### src/rtl/dma_pkg.sv
// dma_pkg: shared state/phase types, widths and defaults for the sprite DMA controller.
package dma_pkg;
  localparam int PAGE_W = 8;
  localparam int IDX_W = 8;
  localparam logic [15:0] OAM_PORT_DEF = 16'h2004;
  localparam int XFER_LEN_DEF = 256;
  typedef enum logic [2:0] {S_IDLE, S_HALT, S_ALIGN, S_GET, S_PUT} state_e;
  typedef enum logic {PH_GET, PH_PUT} phase_e;
endpackage

### src/rtl/dma_phase_gen.sv
// dma_phase_gen: free-running GET/PUT bus-slot toggle, exposing the phase of the next cycle.
module dma_phase_gen
  import dma_pkg::*;
(
  input  logic   clk_i,
  input  logic   rst_ni,
  output phase_e phase_nxt_o
);
  phase_e phase_q;
  assign phase_nxt_o = (phase_q == PH_GET) ? PH_PUT : PH_GET;
  always_ff @(posedge clk_i or negedge rst_ni)
    if (!rst_ni) phase_q <= PH_GET;
    else phase_q <= phase_nxt_o;
endmodule

### src/rtl/sprite_dma_ctrl.sv
// sprite_dma_ctrl: $4014 sprite DMA bus-sharing controller; stalls the core via RDY and copies a page to OAM_PORT.
// Define DMC_STEAL_EN to let DMC sample fetches take GET slots with priority over the OAM copy.
module sprite_dma_ctrl
  import dma_pkg::*;
#(
  parameter logic [15:0] OAM_PORT = OAM_PORT_DEF,
  parameter int          XFER_LEN = XFER_LEN_DEF
) (
  input  logic        CLK,
  input  logic        n_RES,
  input  logic        W4014,
  input  logic [7:0]  DB_IN,
  input  logic        CPU_WR,
`ifdef DMC_STEAL_EN
  input  logic        DMC_REQ,
  input  logic [15:0] DMC_ADDR,
  output logic        DMC_ACK,
`endif
  output logic        RDY,
  output logic        DMA_ACTIVE,
  output logic [15:0] DMA_ADDR,
  output logic        DMA_RnW,
  output logic [7:0]  DMA_DO
);
  localparam logic [IDX_W-1:0] LAST = IDX_W'(XFER_LEN - 1);
  state_e state_q, state_d;
  phase_e phase_nxt;
  logic [PAGE_W-1:0] page_q, page_d;
  logic [IDX_W-1:0] idx_q, idx_d;
  logic oam_q, oam_d, dmc_q, dmc_d;
  logic rdy_q, rdy_d, act_q, act_d, rnw_q, rnw_d;
  logic [15:0] addr_q, addr_d;
  logic [7:0] do_q, do_d;
  logic dmc_req;
  logic [15:0] dmc_addr;
`ifdef DMC_STEAL_EN
  logic ack_q;
  assign dmc_req = DMC_REQ;
  assign dmc_addr = DMC_ADDR;
  assign DMC_ACK = ack_q;
  always_ff @(posedge CLK or negedge n_RES)
    if (!n_RES) ack_q <= 1'b0;
    else ack_q <= (state_d == S_GET) && dmc_d;
`else
  assign dmc_req = 1'b0;
  assign dmc_addr = '0;
`endif
  dma_phase_gen u_phase (.clk_i(CLK), .rst_ni(n_RES), .phase_nxt_o(phase_nxt));
  // oam_q: a page copy is in progress; dmc_q: the current GET/PUT pair belongs to a DMC fetch
  always_comb begin
    state_d = state_q;
    page_d  = page_q;
    idx_d   = idx_q;
    oam_d   = oam_q;
    dmc_d   = dmc_q;
    case (state_q)
      S_IDLE: if (W4014 || dmc_req) begin
        state_d = S_HALT;
        oam_d   = W4014;
        if (W4014) begin
          page_d = DB_IN;
          idx_d  = '0;
        end
      end
      S_HALT:  if (!CPU_WR) state_d = (phase_nxt == PH_GET) ? S_GET : S_ALIGN;
      S_ALIGN: state_d = S_GET;
      S_GET:   state_d = S_PUT;
      S_PUT:
        if (dmc_q) state_d = oam_q ? S_GET : S_IDLE;
        else if (idx_q == LAST) begin
          state_d = S_IDLE;
          oam_d   = 1'b0;
        end else begin
          state_d = S_GET;
          idx_d   = idx_q + 1'b1;
        end
      default: state_d = S_IDLE;
    endcase
    if (state_d == S_GET) dmc_d = dmc_req || !oam_d;
    rdy_d  = state_d == S_IDLE;
    act_d  = !(state_d == S_IDLE || state_d == S_HALT);
    rnw_d  = !(state_d == S_PUT && !dmc_d);
    addr_d = (state_d == S_GET) ? (dmc_d ? dmc_addr : {page_d, idx_d}) :
             (state_d == S_PUT && !dmc_d) ? OAM_PORT : 16'h0000;
    do_d   = (state_q == S_GET && !dmc_q) ? DB_IN : do_q;
  end
  always_ff @(posedge CLK or negedge n_RES)
    if (!n_RES) begin
      state_q <= S_IDLE;
      page_q  <= '0;
      idx_q   <= '0;
      oam_q   <= 1'b0;
      dmc_q   <= 1'b0;
      rdy_q   <= 1'b1;
      act_q   <= 1'b0;
      addr_q  <= '0;
      rnw_q   <= 1'b1;
      do_q    <= '0;
    end else begin
      state_q <= state_d;
      page_q  <= page_d;
      idx_q   <= idx_d;
      oam_q   <= oam_d;
      dmc_q   <= dmc_d;
      rdy_q   <= rdy_d;
      act_q   <= act_d;
      addr_q  <= addr_d;
      rnw_q   <= rnw_d;
      do_q    <= do_d;
    end
  assign RDY        = rdy_q;
  assign DMA_ACTIVE = act_q;
  assign DMA_ADDR   = addr_q;
  assign DMA_RnW    = rnw_q;
  assign DMA_DO     = do_q;
endmodule
### config.mk
export PLATFORM = sky130hd
export DESIGN_NAME = sprite_dma_ctrl
export DESIGN_NICKNAME = d
export VERILOG_FILES = /design/src/rtl/dma_pkg.sv /design/src/rtl/dma_phase_gen.sv /design/src/rtl/sprite_dma_ctrl.sv
export SDC_FILE = /design/constraint.sdc
export NUM_CORES = 1
export LEC_CHECK = 0
export ABC_CLOCK_PERIOD_IN_PS = 2500
export CORE_ASPECT_RATIO = 0.6
export CORE_UTILIZATION = 41
export CTS_BUF_LIST = sky130_fd_sc_hd__clkbuf_4 sky130_fd_sc_hd__clkbuf_8
export DETAILED_ROUTE_END_ITERATION = 16
export HOLD_SLACK_MARGIN = 0.12
export PLACE_DENSITY = 0.76
export SYNTH_ARGS = -nofsm -noshare
export SYNTH_HDL_FRONTEND = slang
export SYNTH_HIERARCHICAL = 1
export SYNTH_SLANG_ARGS = --single-unit
export TNS_END_PERCENT = 10
### constraint.sdc
create_clock -name CLK -period 2.5 [get_ports CLK]
set_clock_uncertainty 0.15 [all_clocks]
set_input_delay 0.5 -clock CLK [delete_from_list [all_inputs] [get_ports CLK]]
set_output_delay 0.5 -clock CLK [all_outputs]
set_load 0.02 [all_outputs]
==> images/met3.png <==
The bar under the picture is 20 microns long.
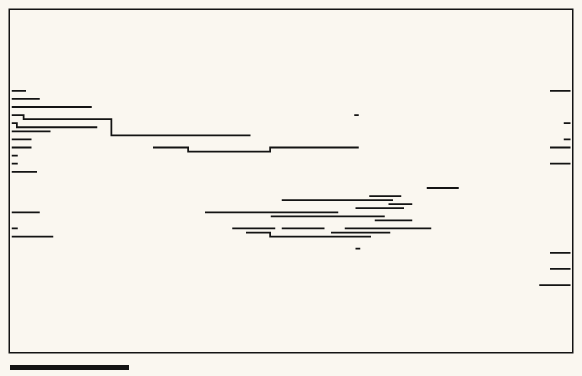
- nets with wire on the layer: 36
- main direction: horizontal
- share of all routed wire: 7.5%
- longest straight run: 23.2 microns
- wire length on this layer: 311 microns
final wirelength: 4.12 mm
Via Count: 1430
met3 Use GR: 0.0573

==> images/registers.png <==
The bar under the picture is 20 microns long. Other sequential cells in the stronger grey, the rest of the logic in the fainter grey.
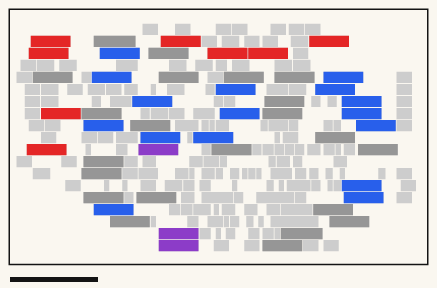
- purple: `state_q` (sequential cells 3)
- blue: `DMA_ADDR` (sequential cells 16)
- red: `DMA_DO` (sequential cells 8)
- not coloured: 22
seq pwr: 1.16 mW
register area: 1230 sq um
Layout Utilization: 0.570
flop share of the area: 0.453

==> images/cell_classes.png <==
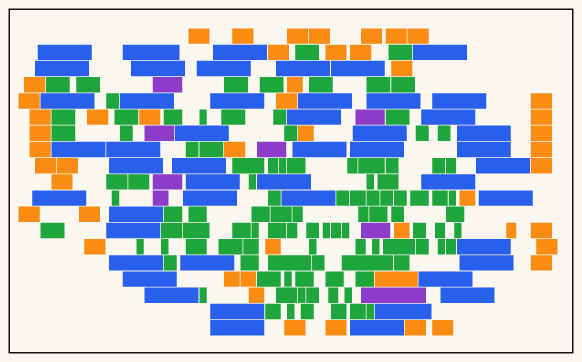
- green: all other logic (cells 106)
- purple: clock drivers and dummy loads (cells 8)
- orange: other buffers and delay cells (cells 48)
- blue: flip-flops (cells 49)
Final Instance Area: 2710 sq um
floorplan row count: 19

==> images/final_placement.png <==
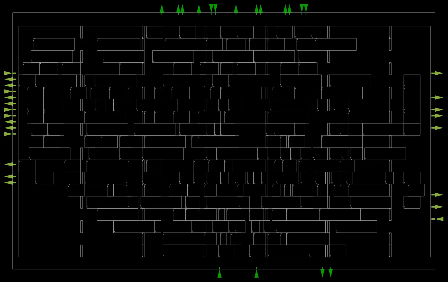
Finished Layout Cells: 274
Fill cells: 411

==> out/summary.txt <==
Min Hold Slack = 0.299 ns
Post-synth ARST share = 1.00
Clk. pwr = 0.577 mW
grt total ovfl = 0
Worst Tran Pin Value = 0.515 ns
CP max-delay cell = or4b_1
Clk pwr share = 0.188
Top Consumer = combinational cells
setup_tns = 0 ns
most numerous logic cell after layout = dfrtp_1
die height = 57.4 microns
PD cells = 1130 nW/um^2
Int Pwr = 2.02 mW
Post-CTS Resized = 0
syn nets = 176
DRT Pass-1 Iters = 4
VDD IR-drop max = 0.000670 V
Hold EP = u_phase/phase_q
worst endpoint data arrival time = 2.15 ns
total clock sinks = 49
first-pass GRT wire length = 7.25 mm
most frequent CP cell = buf_4
Synth Instances = 163
WS Path Type = reg -> reg
max reg flops = 16
worst r2r src = state_q[1]
yosys xor share = 0.00417
hold depth = 1
ANT cells = 0
CTS tree = built
setup slack, reg-to-reg = 0.42 ns
Initial Util = 0.442
number of port buffers = 38
share of layout cells above drive strength 1 = 0.232
htree depth = 2
Max Root-Sink Buffers = 2
worst reg2reg endpoint = DMA_ADDR[1]
max_slew headroom = 0.656
CTS root buf = clkbuf_8
Logic pwr share = 0.435
Mapped Area = 2100 sq um
Seq share, synth = 0.585
Insertion Delay late pin = 0.30 ns
Via density = 5.22
Post-synth EDFFs = 0
Yosys chip area = 2100 sq um
Multiplexer share = 0.100
Tool Warnings = 26
DRC = 0
Max Cap Violations = 0
crit-path cells = buf_4 -> or4b_1 -> o21ai_2 -> o22ai_4 -> buf_4 -> nor3_2
startpoint types = flop
Final Hold Fails = 0
Critical Path End = DMA_ADDR[1]
Setup Fix Bufs, Post-CTS = 0
ys cells = 163
DR iter-0 viols = 78
wire per inst = 15.0 microns
fa+ha+maj area frac = 0.00596
comb. cell area = 792 sq um
Die Span X = 94.4 microns
CP startpoint = state_q[1]
initial antenna violation count = 0
Dominant Register Cell = dfrtp_1
all-layer global routing usage = 0.179
Simple-Gate Fraction of Synth Area = 0.159
fmax = 480 MHz
most frequent cells in the layout = dfrtp_1, clkdlybuf4s50_1, mux2_2, nor2b_1, nor2_1
core area = 4750 sq um
yosys warns = 6
Reg clk slew, reported paths = 0.09 ns
final setup violation count = 0
Synth flops = 49
Leak = 1.18 nW
post-layout period usage = 0.834
Synth Area in Compound Gates = 0.108
Synth Area per Inst = 12.9 sq um
Slew Viols, Final = 0
Reg power frac = 0.377
GPL Wtd Cong = 0.815
nets@finish = 223
min-delay src = u_phase/phase_q
Die Area = 5420 sq um
Num CTS Buffers = 5
CP Capture Type = flop
worst min path class = reg -> reg
number of I/O pins = 39
largest net degree at the start of global routing = 19
switch share = 0.340
fin crit period = 2.08 ns
P_sw = 1.04 mW
RSZ-0062 raised after global routing = false
Hold Buf Count CTS = 1
Crit path largest cell delay = 0.56 ns
Worst Path Required = 2.56 ns
count of different cell masters after synthesis = 50
vias in the first global route = 1444
status = complete, no violations
CP Max Fanout = 9
post-DP HPWL = 2.97 mm
comb pwr = 1.33 mW
Dominant combinational family = simple AND/OR/NAND/NOR gates
Antenna Nets Post-Route = 0
synth-to-layout area growth = 29.1%
R2R depth = 6
area by class of cell:
cell class / instances / share of cell area
sequential: 49 / 0.453
multi-input combinational: 99 / 0.292
timing repair buffer: 48 / 0.172
clock buffer: 6 / 0.0305
tap: 63 / 0.0291
clock inverter: 2 / 0.0138
inverter: 7 / 0.00969
stage by stage:
| step | std cells | worst slack, ns | area (sq um) | utilization | power, mW |
|---|---|---|---|---|---|
| floorplan | 163 | 0.518 | 2100 | - | 2.01 |
| global placement | 265 | 0.172 | 2580 | 0.543 | 2.49 |
| detailed placement | 265 | 0.137 | 2580 | 0.543 | 2.51 |
| CTS | 274 | 0.413 | 2710 | 0.570 | 3.10 |
| global route | 274 | 0.278 | 2710 | 0.570 | 3.27 |
| finish | 274 | 0.415 | 2710 | 0.570 | 3.07 |
critical path: cells and delay by family, from the launching register on:
family / cells / cell delay [ns]
AND/OR/NAND/NOR: 2 / 0.73
flip-flops: 1 / 0.40
AND-OR/OR-AND: 2 / 0.34
buffers and inverters: 2 / 0.38
routing by layer:
metal | GRT usage | up-vias | share of wire
li1 | - | 679 | -
met1 | 0.273 | 687 | 0.50
met2 | 0.243 | 61 | 0.42
met3 | 0.0573 | 3 | 0.075
met4 | 0.0440 | 0 | 0.0053
met5 | 0 | - | 0
synth_stat cells (3+ instances only):
| master | count | share of area |
|---|---|---|
| dfrtp_1 | 47 | 0.56 |
| mux2_2 | 16 | 0.086 |
| nor2b_1 | 10 | 0.030 |
| nor2_1 | 9 | 0.016 |
| inv_1 | 7 | 0.013 |
| nand2_1 | 5 | 0.0089 |
| o21ai_0 | 5 | 0.012 |
| a31oi_1 | 4 | 0.012 |
| a21oi_1 | 3 | 0.0071 |
| buf_2 | 3 | 0.0071 |
| mux2i_1 | 3 | 0.014 |
Power and IR drop assume default switching activity.
